`config.mk`:
```
export PLATFORM = sky130hd
export DESIGN_NAME = multiword_cla_sequencer
export DESIGN_NICKNAME = d
export VERILOG_FILES = /design/src/rtl/multiword_cla_sequencer_pkg.sv /design/src/rtl/multiword_cla_sequencer_cla.sv /design/src/rtl/multiword_cla_sequencer.sv
export SDC_FILE = /design/constraint.sdc
export NUM_CORES = 1
export LEC_CHECK = 0
export CAP_MARGIN = 0
export CORE_UTILIZATION = 45
export DETAILED_ROUTE_END_ITERATION = 6
export GPL_TIMING_DRIVEN = 0
export PLACE_DENSITY = 0.72
export SETUP_SLACK_MARGIN = 0.02
export SYNTH_ARGS = -nofsm -noshare
export SYNTH_HDL_FRONTEND = slang
export SYNTH_SLANG_ARGS = --single-unit
```
`constraint.sdc`:
```
create_clock -name clk -period 9.3 [get_ports clk]
set_input_delay 2.79 -clock clk [delete_from_list [all_inputs] [get_ports clk]]
set_output_delay 2.79 -clock clk [all_outputs]
set_load 0.05 [all_outputs]
```
`src/rtl/multiword_cla_sequencer_pkg.sv`:
```
// Shared types and helpers for the multi-word carry-lookahead add/subtract engine.
package multiword_cla_sequencer_pkg;

    // Sequencer states: waiting for operands, stepping words, holding the result.
    typedef enum logic [1:0] {
        IDLE = 2'd0,
        RUN  = 2'd1,
        DONE = 2'd2
    } seq_state_e;

    // Word-index width; never narrower than one bit so the index register always exists.
    function automatic int idx_width(input int nwords);
        int w;
        w = $clog2(nwords);
        if (w < 1) begin
            w = 1;
        end else begin
            w = w;
        end
        return w;
    endfunction

endpackage

```
`src/rtl/multiword_cla_sequencer_cla.sv`:
```
// Shared NBIT-bit carry-lookahead adder built from NBITTOCELL-bit lookahead cells.
// Within a cell the bit carries come from generate/propagate prefixes that do not
// depend on the cell carry-in; cells chain through their group generate/propagate.
module NBitCarryLookaheadAdder #(
    parameter int NBIT       = 16,
    parameter int NBITTOCELL = 4
) (
    input  logic [NBIT-1:0] a,
    input  logic [NBIT-1:0] b,
    input  logic            cin,
    output logic [NBIT-1:0] s,
    output logic            cout
);

    localparam int NCELL = NBIT / NBITTOCELL;

    logic [NBIT-1:0]  gen_s;
    logic [NBIT-1:0]  prop_s;
    logic [NBIT-1:0]  carry_s;
    logic [NCELL:0]   cell_carry_s;

    // Generate/propagate, per-bit lookahead carries and cell-to-cell group carries.
    always_comb begin
        logic gpre_v;
        logic ppre_v;
        gen_s        = a & b;
        prop_s       = a ^ b;
        carry_s      = '0;
        cell_carry_s = '0;
        gpre_v       = 1'b0;
        ppre_v       = 1'b1;
        cell_carry_s[0] = cin;
        for (int k = 0; k < NCELL; k++) begin
            gpre_v = 1'b0;
            ppre_v = 1'b1;
            for (int j = 0; j < NBITTOCELL; j++) begin
                carry_s[k*NBITTOCELL + j] = gpre_v | (ppre_v & cell_carry_s[k]);
                gpre_v = gen_s[k*NBITTOCELL + j] | (prop_s[k*NBITTOCELL + j] & gpre_v);
                ppre_v = prop_s[k*NBITTOCELL + j] & ppre_v;
            end
            cell_carry_s[k+1] = gpre_v | (ppre_v & cell_carry_s[k]);
        end
    end

    assign s    = prop_s ^ carry_s;
    assign cout = cell_carry_s[NCELL];

endmodule

```
`src/rtl/multiword_cla_sequencer.sv`:
```
// Multi-precision add/subtract engine: streams NWORDS words, LSW first, through one
// shared carry-lookahead adder and carries between words in a register.
module multiword_cla_sequencer
    import multiword_cla_sequencer_pkg::*;
#(
    parameter int NBIT       = 16,
    parameter int NBITTOCELL = 4,
    parameter int NWORDS     = 4
) (
    input  logic                   clk,
    input  logic                   rst,
    input  logic                   in_valid,
    output logic                   in_ready,
    input  logic [NBIT*NWORDS-1:0] op_a,
    input  logic [NBIT*NWORDS-1:0] op_b,
    input  logic                   op_sub,
    input  logic                   cin,
    output logic                   out_valid,
    input  logic                   out_ready,
    output logic [NBIT*NWORDS-1:0] result,
    output logic                   cout,
    output logic                   overflow
);

    localparam int W    = NBIT * NWORDS;
    localparam int IDXW = idx_width(NWORDS);
    localparam logic [IDXW-1:0] LAST_IDX = IDXW'(NWORDS - 1);

    seq_state_e      state_r;
    logic [IDXW-1:0] idx_r;
    logic            carry_r;
    logic [W-1:0]    a_r;
    logic [W-1:0]    b_r;
    logic [W-1:0]    result_r;
    logic            cout_r;
    logic            overflow_r;
    logic            out_valid_r;
    logic            in_ready_r;

    logic [NBIT-1:0] word_a_s;
    logic [NBIT-1:0] word_b_s;
    logic [NBIT-1:0] sum_s;
    logic            sum_cout_s;

    // Select the current word of each latched operand for the shared adder.
    always_comb begin
        word_a_s = a_r[int'(idx_r)*NBIT +: NBIT];
        word_b_s = b_r[int'(idx_r)*NBIT +: NBIT];
    end

    NBitCarryLookaheadAdder #(
        .NBIT       (NBIT),
        .NBITTOCELL (NBITTOCELL)
    ) u_cla (
        .a    (word_a_s),
        .b    (word_b_s),
        .cin  (carry_r),
        .s    (sum_s),
        .cout (sum_cout_s)
    );

    // Sequencer FSM: accept operands, step one word per cycle, hold result until taken.
    always_ff @(posedge clk or posedge rst) begin
        if (rst) begin
            state_r     <= IDLE;
            idx_r       <= '0;
            carry_r     <= 1'b0;
            a_r         <= '0;
            b_r         <= '0;
            result_r    <= '0;
            cout_r      <= 1'b0;
            overflow_r  <= 1'b0;
            out_valid_r <= 1'b0;
            in_ready_r  <= 1'b1;
        end else begin
            case (state_r)
                IDLE: begin
                    if (in_valid && in_ready_r) begin
                        a_r        <= op_a;
                        b_r        <= op_sub ? ~op_b : op_b;
                        carry_r    <= op_sub ? 1'b1 : cin;
                        idx_r      <= '0;
                        in_ready_r <= 1'b0;
                        state_r    <= RUN;
                    end
                end
                RUN: begin
                    result_r[int'(idx_r)*NBIT +: NBIT] <= sum_s;
                    carry_r <= sum_cout_s;
                    if (idx_r == LAST_IDX) begin
                        cout_r      <= sum_cout_s;
                        // Same-sign operands producing an opposite-sign result.
                        overflow_r  <= (a_r[W-1] == b_r[W-1]) && (sum_s[NBIT-1] != a_r[W-1]);
                        out_valid_r <= 1'b1;
                        state_r     <= DONE;
                    end else begin
                        idx_r <= idx_r + IDXW'(1);
                    end
                end
                DONE: begin
                    if (out_ready) begin
                        out_valid_r <= 1'b0;
                        in_ready_r  <= 1'b1;
                        state_r     <= IDLE;
                    end
                end
                default: begin
                    out_valid_r <= 1'b0;
                    in_ready_r  <= 1'b1;
                    state_r     <= IDLE;
                end
            endcase
        end
    end

    assign in_ready  = in_ready_r;
    assign out_valid = out_valid_r;
    assign result    = result_r;
    assign cout      = cout_r;
    assign overflow  = overflow_r;

endmodule

```
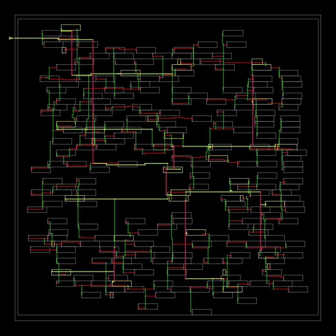
*Clock nets, run 1*
clk_buf instances: 33
clock distribution power: 0.000796 W
total CTS buffers: 22
worst setup skew after layout: 12.1 ps
insertion delay to the later sink of the worst-skew pair: 500 ps

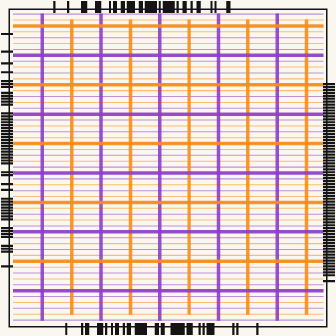
*Floorplan with the power grid, run 1*
Pins as bars on the die edge.
[purple] VSS
[orange] VDD
signal pins: 202
rows: 52
met4 straps: 10
met5 straps: 10
met1 rails: 53
horizontal die dimension: 146 um
Core Region: 20,300 um2
Die Ht: 146 um
largest voltage drop on the vdd net: 315 uV

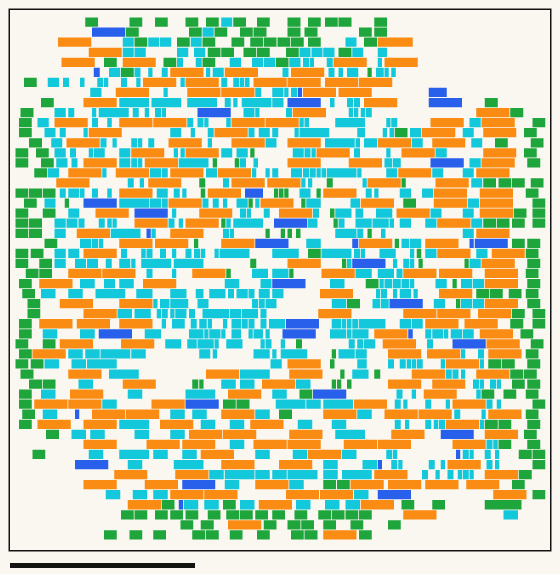
*Placement by cell class, run 1*
Bar = 50 um.
[orange] registers | cells: 201
[green] remaining buffers and delay cells | cells: 245
[cyan] remaining logic cells | cells: 519
[blue] clock drivers and dummy loads | cells: 35
register fraction of the total cell area: 0.407
final std cell area, no fill: 12,400 um2

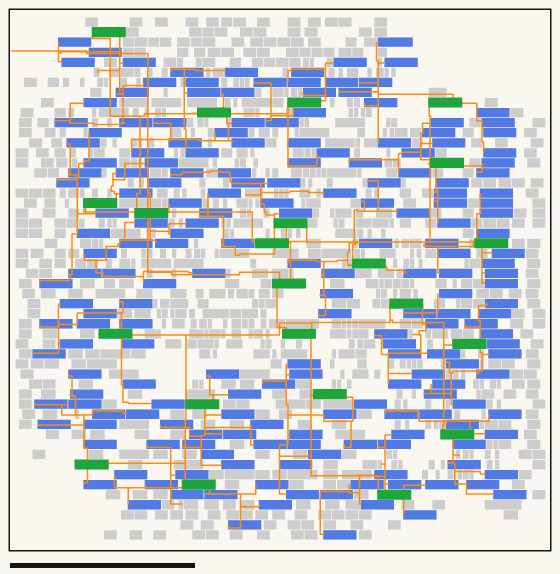
*Clock distribution, run 1*
Bar = 50 um.
[orange] clock wires | length: 2,420 um
[green] clock-net drivers | count: 22
[blue] flip-flops | count: 201
flops lie: all over the die
clock network fraction of design power: 0.154

==> GITHUB_STEP_SUMMARY, run 1 <==
### Flow metrics

| Metric | Value |
|---|---|
| Setup ws final | `4430 ps` |
| Unique cell types | `43` |
| Number of buffers inserted by port buffering | `200` |
| Post-synth regs | `201` |
| Switching component of the power | `0.00231 W` |
| Commonest cells in the netlist | `sky130_fd_sc_hd__dfrtp_1 (200), sky130_fd_sc_hd__nor2_1 (77), sky130_fd_sc_hd__a21oi_1 (74), sky130_fd_sc_hd__xnor2_1 (70), sky130_fd_sc_hd__mux2_2 (64)` |
| AND-OR/OR-AND Cells, Area Fraction | `0.110` |
| Number of flops mapped to enable cells by yosys | `0` |
| Combinational group share of total power | `0.557` |
| OpenROAD warnings | `33` |
| Register cell area after layout | `5030 um2` |
| Die Size | `21,300 um2` |
| Crit-path leading delay family | `buffers and inverters` |
| Post-Syn Nets | `924` |
| Flop+latch power | `0.00150 W` |
| Logic depth of the worst path, buffers included | `7` |
| H-tree levels | `1` |
| Slowest cell on crit path | `sky130_fd_sc_hd__clkbuf_1` |
| Capturing element of the worst setup path | `b_r[13]` |
| Post-synthesis simple-gate area fraction | `0.0623` |
| Worst-case register-to-register setup slack | `4690 ps` |
| Most frequent cell after synthesis | `sky130_fd_sc_hd__dfrtp_1` |
| Setup TNS | `0 ps` |
| Highest achievable clock rate | `205 MHz` |
| Filler instances | `1,666` |
| Number of cells on the worst reg-to-reg path | `11` |
| Iteration-0 DRC Markers | `442` |
| Reg-to-Reg Start | `idx_r[0]` |
| Clock tree root driver cell | `sky130_fd_sc_hd__clkbuf_16` |
| Net Sw Frac | `0.445` |
| Min-Delay Endpoint | `result[21]` |
| CP startpoint | `in_valid` |
| Most frequently placed logic cells in the final layout | `sky130_fd_sc_hd__dfrtp_1 (200), sky130_fd_sc_hd__clkdlybuf4s50_1 (200), sky130_fd_sc_hd__nor2_1 (77)` |
| Status | `complete, no violations` |
| Pwr dens | `419 nW/um2` |
| Nature of the critical path startpoint | `input port` |
| Worst-Margin Slew | `1000 ps` |
| Max cap viols | `0` |
| Clock slew at reported path FFs | `60 ps` |
| RSZ-0062 raised after global routing | `false` |
| Mean number of vias per cell | `5.37` |
| Detailed Route WL | `24,600 um` |
-- run 1: final cells by class --
cell class                 instances  share of cell area
timing repair buffer             201               0.164
inverter                          15             0.00516
clock buffer                      33              0.0512
clock inverter                     2            0.000810
buffer                            44              0.0140
sequential                       201               0.407
tap                              270              0.0273
multi-input combinational        504               0.330
-- run 1: layer usage --
layer / GRT usage / vias to the layer above / routed length [um]
met5: 0 / - / 0
met4: 0.0667 / 0 / 563
met3: 0.0366 / 38 / 1520
met2: 0.392 / 249 / 11800
met1: 0.329 / 3388 / 10600
li1: - / 3142 / -
-- run 1: cells by family after synthesis --
family / count (synthesis)
and+or+nand+nor: 140
adders and majority gates: 26
DFF: 201
xor gates and xnor gates: 75
buffers and inverters: 59
muxes: 97
AOI/OAI and AO/OA: 166
### Metal layers overlaid, run 1

Only two layers are drawn.
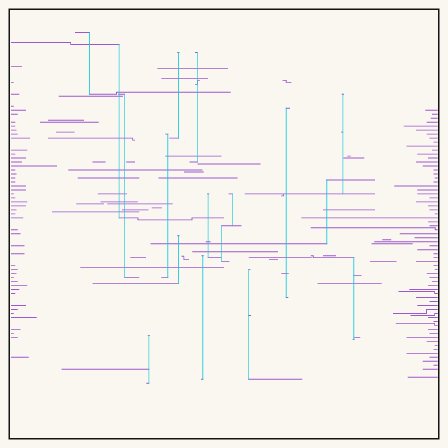

==> run 2: changes to the inputs <==
--- a/config.mk
+++ b/config.mk
@@ -9,7 +9,7 @@
 export CORE_UTILIZATION = 45
 export DETAILED_ROUTE_END_ITERATION = 6
 export GPL_TIMING_DRIVEN = 0
-export PLACE_DENSITY = 0.72
+export PLACE_DENSITY = 0.75
 export SETUP_SLACK_MARGIN = 0.02
 export SYNTH_ARGS = -nofsm -noshare
 export SYNTH_HDL_FRONTEND = slang
==> constraint.sdc (replaced) <==
create_clock -name clk -period 4 [get_ports clk]
set_input_delay 1.2 -clock clk [delete_from_list [all_inputs] [get_ports clk]]
set_output_delay 1.2 -clock clk [all_outputs]
set_load 0.05 [all_outputs]
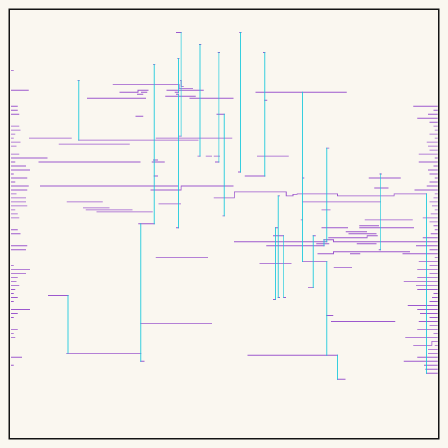
*Metal layers overlaid, run 2*
Only two layers are drawn.
[cyan] M4 | wire length: 751 um
[purple] M3 | wire length: 1,380 um
count of vias placed by the detailed router: 6,856
GRT Util Overall: 0.242
Detailed Route WL: 25,000 um
final routed wire length divided by cell count: 19.6 um

==> GITHUB_STEP_SUMMARY, run 2 <==
### Flow metrics

| Metric | Value |
|---|---|
| Status | `complete, no violations` |
| RSZ-0062 raised after global routing | `false` |
| Mean number of vias per cell | `5.38` |
| Uppermost signal routing layer after detailed routing | `met4` |
| ClkCell Share | `0.0511` |
| Count of inverters not on the clock network in the layout | `15` |
| Worst-Margin Slew | `1010 ps` |
| Post-synthesis simple-gate area fraction | `0.0623` |
| Reg-to-Reg Start | `idx_r[0]` |
| Routed wl met3 | `1380 um` |
| Dominant kind of cell by area | `registers` |
| Met3 track demand over resource | `0.0381` |
| GR Layer Usage met2 | `0.405` |
| Total CTS buffers | `21` |
| Die Size | `21,300 um2` |
| Worst setup skew after layout | `5.03 ps` |
| Number of well taps | `270` |
| Net Sw Frac | `0.443` |
| Number of cells on the worst reg-to-reg path | `11` |
| Flop+latch power | `0.00349 W` |
| Min-Delay Endpoint | `result[41]` |
| Multi-input combinational cell count | `504` |
[run 2: cell counts after synthesis]
No cell type changed its count.
[run 2: critical path, cell delays in order, from the launching register on]
cell	delay, ps
sky130_fd_sc_hd__dfrtp_1	420
sky130_fd_sc_hd__clkbuf_4	310
sky130_fd_sc_hd__buf_6	240
sky130_fd_sc_hd__mux4_2	550
sky130_fd_sc_hd__ha_1	380
sky130_fd_sc_hd__a211oi_1	250
sky130_fd_sc_hd__o22ai_1	150
sky130_fd_sc_hd__a211oi_2	370
sky130_fd_sc_hd__nor2_1	120
sky130_fd_sc_hd__fa_1	430
sky130_fd_sc_hd__xnor2_2	260
sky130_fd_sc_hd__o21ai_0	130
[run 2: timing repair]
item,in CTS,in global routing
pin swaps,0,0
gates resized,7,10
setup endpoints to repair,47,27
### Clock distribution, run 2

Bar = 50 um.
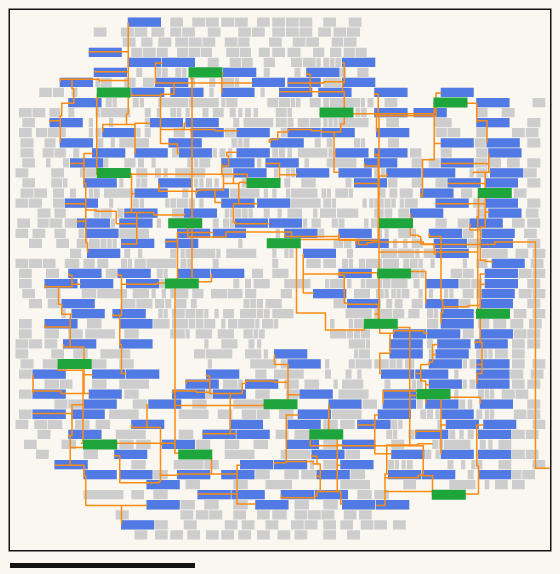

==> run 3: changes to the inputs <==
--- a/config.mk
+++ b/config.mk
@@ -6,11 +6,14 @@
 export NUM_CORES = 1
 export LEC_CHECK = 0
 export CAP_MARGIN = 0
+export CORE_MARGIN = 8
 export CORE_UTILIZATION = 45
 export DETAILED_ROUTE_END_ITERATION = 6
 export GPL_TIMING_DRIVEN = 0
 export PLACE_DENSITY = 0.75
 export SETUP_SLACK_MARGIN = 0.02
+export SKIP_CTS_REPAIR_TIMING = 1
 export SYNTH_ARGS = -nofsm -noshare
 export SYNTH_HDL_FRONTEND = slang
+export SYNTH_HIERARCHICAL = 1
 export SYNTH_SLANG_ARGS = --single-unit
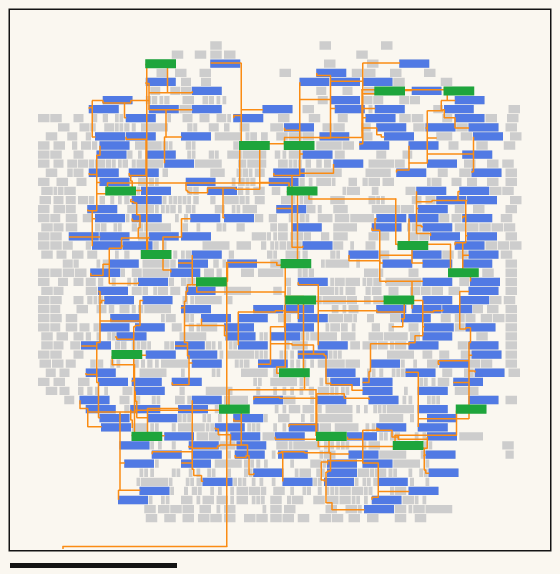
*Clock distribution, run 3*
Bar = 50 um.
[blue] flip-flops | count: 201
[orange] clock wires | length: 2,550 um
[green] clock-net drivers | count: 21
flops lie: all over the die
routed clock nets: 22
clock distribution power: 0.00205 W
worst setup skew after layout: 9.90 ps
clock network fraction of design power: 0.190

==> GITHUB_STEP_SUMMARY, run 3 <==
### Flow metrics

| Metric | Value |
|---|---|
| Status | `complete, no violations` |
| Highest achievable clock rate | `265 MHz` |
| Filler instances | `1,753` |
| Setup TNS | `0 ps` |
| Die Size | `26,100 um2` |
| Most frequent cell after synthesis | `sky130_fd_sc_hd__nand2_1` |
| Reg-to-Reg Start | `idx_r[0]` |
| Multi-input combinational area share | `0.331` |
| Final routed wire length divided by cell count | `19.8 um` |
| Logic depth of the worst path, buffers included | `12` |
| Core Region | `20,900 um2` |
| Detailed Route WL | `27,500 um` |
| ClkCell Share | `0.0566` |
| Post-Syn Nets | `1,031` |
| RSZ-0062 raised after global routing | `false` |
| Cell repeated most along the worst path | `sky130_fd_sc_hd__a21oi_2` |
| Number of buffers inserted by port buffering | `200` |
| Dominant kind of cell by area | `registers` |
| Commonest cells in the netlist | `sky130_fd_sc_hd__nand2_1 (268), sky130_fd_sc_hd__dfrtp_1 (200), sky130_fd_sc_hd__xnor2_1 (69), sky130_fd_sc_hd__o21ai_0 (68), sky130_fd_sc_hd__a22o_1 (57)` |
| Clk_buf instances | `28` |
| Count of vias placed by the detailed router | `7,404` |
| Clock slew at reported path FFs | `60 ps` |
| Slowest cell on crit path | `sky130_fd_sc_hd__mux4_2` |
| Count of flip-flops and latches | `201` |
| Pwr dens | `846 nW/um2` |
| GRT Util Overall | `0.211` |
| Crit path buf inv count | `3` |
| AND-OR/OR-AND Cells, Area Fraction | `0.114` |
| CP startpoint | `idx_r[0]` |
| Number of flops mapped to enable cells by yosys | `0` |
| Nature of the critical path startpoint | `flop` |
| Highest cell delay on the worst timing path | `570 ps` |
| Net Sw Frac | `0.425` |
| Crit-path leading delay family | `AND-OR/OR-AND gates` |
| Chain of cells forming the critical path | `buf_4, buf_6, mux4_2, ha_1, a21o_1, a21oi_2, a21oi_2, o31ai_4, inv_1, fa_1, xor2_2, a22o_1` |
| Horizontal die dimension | `162 um` |
| Insertion delay to the later sink of the worst-skew pair | `500 ps` |
| Total CTS buffers | `21` |
| Flop+latch power | `0.00339 W` |
| Most frequently placed logic cells in the final layout | `sky130_fd_sc_hd__nand2_1 (268), sky130_fd_sc_hd__dfrtp_1 (200), sky130_fd_sc_hd__clkdlybuf4s50_1 (200)` |
| Min-Delay Endpoint | `a_r[49]` |
| Post-synth regs | `201` |
| Worst-case register-to-register setup slack | `220 ps` |
| Worst-Margin Slew | `677 ps` |
| Largest voltage drop on the vdd net | `337 uV` |
| Number of well taps | `275` |
| Register cell area after layout | `5030 um2` |
| Max cap viols | `0` |
| Iteration-0 DRC Markers | `479` |
| Setup ws final | `222 ps` |
==> run 3: cell count changes after synthesis, sizes merged, moves of 4 or more <==
| cell | change |
|---|---|
| nor3 | +5 |
| buf | +13 |
| a21oi | -65 |
| clkbuf | -6 |
| a22o | +28 |
| o21ai | +30 |
| a211oi | -5 |
| nor2 | -65 |
| nor4 | +4 |
| mux2 | -61 |
| nand2 | +224 |
==> run 3: routing by layer <==
| layer | vias to the layer above | global-route usage | routed length [um] |
|---|---|---|---|
| met5 | - | 0 | 0 |
| met4 | 0 | 0.0682 | 738 |
| met3 | 45 | 0.0453 | 1840 |
| met2 | 249 | 0.358 | 13400 |
| met1 | 3677 | 0.266 | 11500 |
| li1 | 3433 | - | - |
Power and IR drop assume default switching activity.
